Congestion heat map:
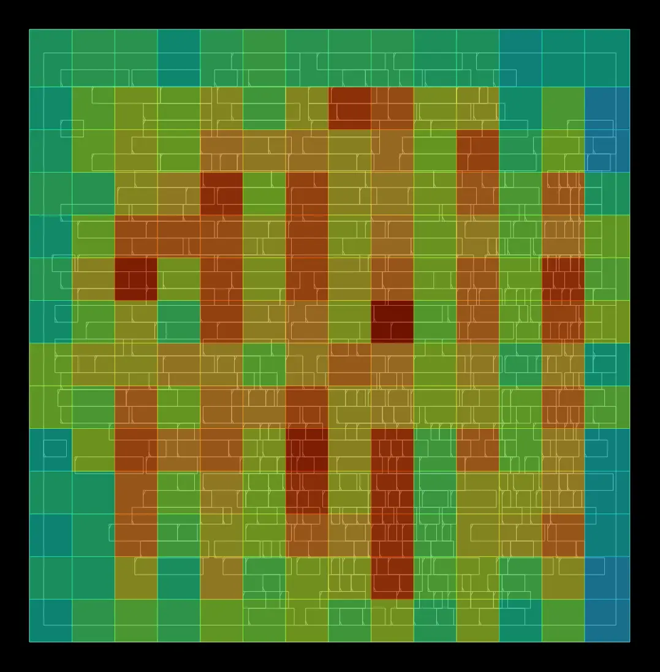
Sequential cells coloured by netlist name:
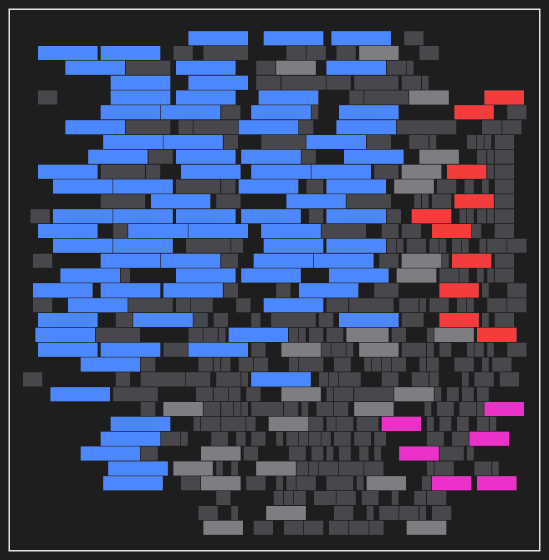
M1 wires:
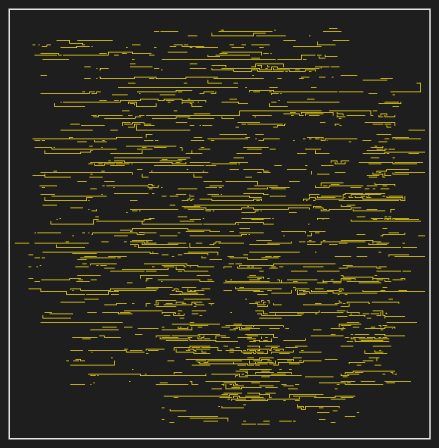
==> config.mk <==
export PLATFORM = sky130hd
export DESIGN_NAME = ma_sample_feeder
export DESIGN_NICKNAME = d
export VERILOG_FILES = /design/src/rtl/ma_sample_feeder.sv
export SDC_FILE = /design/constraint.sdc
export NUM_CORES = 1
export LEC_CHECK = 0
export CORE_AREA = 2 2 95 97
export CTS_BUF_LIST = sky130_fd_sc_hd__clkbuf_4
export DETAILED_ROUTE_END_ITERATION = 6
export DIE_AREA = 0 0 97 99
export PLACE_DENSITY = 0.8
export SLEW_MARGIN = 40
export SYNTH_ARGS = -nofsm -noshare
export SYNTH_HDL_FRONTEND = slang
export SYNTH_SLANG_ARGS = --single-unit
==> constraint.sdc <==
create_clock -name clk -period 3.2 [get_ports clk]
set_input_delay 0.48 -clock clk [delete_from_list [all_inputs] [get_ports clk]]
set_output_delay 0.48 -clock clk [all_outputs]
set_load 0.05 [all_outputs]
==> results.ini <==
[synth]
most_common_cell=edfxtp_1
top_area_cell=edfxtp_1
flop_cell=edfxtp_1
postSynthSeqShare_pct=66.7
syn_inst=325
synthTopCellsByArea=edfxtp_1 50%, dfxtp_1 17%, mux4_2 9.3%, nor2_1 2.5%, o22ai_2 2.3%
synth.cell_area_sq_um=4830
ys_chip_area_sq_um=4830
synth_flops=121
yosys_cells=325
top_area_share_pct=49.7
synth_cell_types=45
edf_count=80
ys_top_cells_by_count=80 x edfxtp_1, 41 x dfxtp_1, 32 x nor2_1, 27 x nand2_1, 20 x mux4_2
yosysWarnings=0
async_reset_ff_share_pct=0
fp_nets=354
synth_area_per_cell_sq_um=14.9

[sta]
rsz0062_at_grt=no
slew_headroom_pct=61.4
setup_viol=0
fin_tns_setup_ps=0
worst_pin_slew_ps=579
timing.final.crit_share_pct=90.0
report.final.slew_viol_count=0
fmax_mhz=347
finClkSkew_ps=15.3
post-route-min-period_ps=2880
finalHoldViolCount=0

[power]
peakVddDrop_mv=0.343
power-per-cell-area_nw_per_um2=754
netSwitchingPower_uw=1670
switching_share_pct=38.0
power_report.internal_total_uw=2730
p_leak_uw=0.00197
power_frac_seq_pct=42.5
combPwrFrac_pct=33.4
p_clk_share_pct=24.1

[route]
drtAntennaViolNets=0
firstDrtPassIters=4
vias_per_cell=5.58
finalWirelength_um=9160
drc_errors=0
drt_iter0_drc=204

[setup_path]
worst-setup-path-type=flip-flop to output pin
slowest_stage=clkdlybuf4s50_1
crit_fanout=8
startpoint_type=flip-flop
reg2reg_slack_ps=1040
slowest_delay_ps=800
path_cells=or4b_4 -> inv_1 -> clkdlybuf4s50_1
endpoint_kind=output pin
worstPathArrival_ps=2400
required_ps=2720
reg2regPathDepth=7

[clock_network]
cts_root_buffer=clkbuf_4
path_clk_slew_ps=110
cts_buffers=17
cts_tree=done
cts_setup_buffers=0
cts.sinks=121
ctsHoldBuffers=0
cts_buffer_depth=2
clock_latency_ps=510
cts-resized-gates=0
h-tree-depth=4

[final_layout]
nNetsFinal=427
areaGrowthSynthToFinish_pct=20.8
largest_reg_flops=80
antenna_cells=0
drive_gt1_share_pct=23.8
final_area_sq_um=5840

[placed_design]
placedInstanceArea_sq_um=5560
io_buffers=55
hpwl_um=5990
globalplace.congestion=0.868

[die]
die_y_um=99
dieWidth_um=97
pin_count=56
die-area_sq_um=9600
rows=34
fp_util_pct=56.5
core-area_sq_um=8550

[status]
status=finished, final reports clean

[grt]
grt_pass1_vias=2804
grtUsageTotal_pct=20.2
overflow=0
grt_pass1_wl_um=14500
grt_antenna_before_repair=0
grt_max_degree=37

[job]
maxCapViolations=0
warning_count=26

[worst_hold_path]
hp-class=flip-flop to flip-flop
min_path_cells=2

Notes on 'congestion heat map' above:
GRT met2 Usage: 34.8%
fin util: 68.3%
routing usage on met3: 6.45%
wire per inst: 17.6 um

Notes on 'sequential cells coloured by netlist name' above:
netlist name	colour	placed flops
`result_o`	red	10
`wait_cnt`	magenta	6
`mem`	blue	80
not coloured	25
Register Area: 3220 sq um
seq pwr: 1870 uW

Notes on 'M1 wires' above:
share of all routed wire	41%
longest straight run	27.6 um
main direction	horizontal
vias: 2894
met1 usage: 24.3%

cells by family (layout without fill, tap and decap cells):
group | after synthesis | in the layout | synth area share [%]
AND-OR/OR-AND | 39 | 39 | 6.21
adder cells (fa/ha/maj) | 4 | 4 | 1.04
AND/OR/NAND/NOR | 105 | 105 | 11.8
multiplexers | 24 | 24 | 10.2
flip-flops | 121 | 121 | 66.7
buffers and inverters | 22 | 108 | 2.30
XOR/XNOR | 10 | 10 | 1.81
layout make-up:
| cell class | count | area [sq um] |
|---|---|---|
| multi-input combinational | 182 | 1510 |
| tap | 108 | 135 |
| fill | 591 | 2710 |
| clock inverter | 15 | 154 |
| sequential | 121 | 3220 |
| timing repair buffer | 70 | 663 |
| inverter | 6 | 27.5 |
| clock buffer | 17 | 128 |
critical path: cells and delay by family (launching register included):
kind | cells | cell delay, ps
flops | 1 | 400
simple gates | 1 | 610
buf+inv | 2 | 900
layer usage:
metal	vias up	wire (um)	track usage (%)
li1	1378	-	-
met1	1414	3770	24.3
met2	95	4740	34.8
met3	7	581	6.45
met4	0	64	6.28
met5	-	0	0
power by group through the flow:
stage | registers [uW] | logic (uW) | clock network, uW
after floorplan | 2080 | 944 | 0
after CTS | 1870 | 1480 | 1090
after global routing | 1890 | 1570 | 1160
final | 1870 | 1470 | 1060
after global placement | 1900 | 1440 | 0
after detailed placement | 1910 | 1470 | 0
cells in the final DEF, fill, tap and decap left out, types with 2 or more instances in the layout:
master | Yosys | layout
a211oi_1 | 2 | 2
a21oi_1 | 18 | 18
a32oi_1 | 2 | 2
buf_4 | 0 | 15
clkbuf_4 | 0 | 17
clkdlybuf4s50_1 | 0 | 55
clkinv_4 | 1 | 2
clkinvlp_4 | 0 | 2
dfxtp_1 | 41 | 40
edfxtp_1 | 80 | 80
ha_1 | 4 | 4
inv_1 | 4 | 4
inv_6 | 0 | 7
inv_8 | 0 | 3
mux2i_1 | 3 | 3
mux4_2 | 20 | 20
nand2_1 | 27 | 27
nand2b_1 | 3 | 3
nand4_1 | 5 | 5
nor2_1 | 32 | 31
nor2b_1 | 3 | 3
nor3_1 | 11 | 11
nor3_2 | 9 | 9
o211ai_1 | 2 | 2
o21ai_0 | 2 | 2
o22ai_2 | 9 | 9
or3_1 | 3 | 3
xnor2_1 | 2 | 2
xor2_1 | 8 | 8
stage by stage:
stage               hold slack (ps)  utilization (%)  std cells  total power, uW  setup WS [ps]
global placement                442             65.0        487             3340            849
global route                    473             68.3        519             4620            203
detailed placement              451             65.0        487             3380            801
finish                          467             68.3        519             4400            320
CTS                             467             68.3        519             4440            295
floorplan                       494                -        325             3020            582
Power and IR drop assume default switching activity.
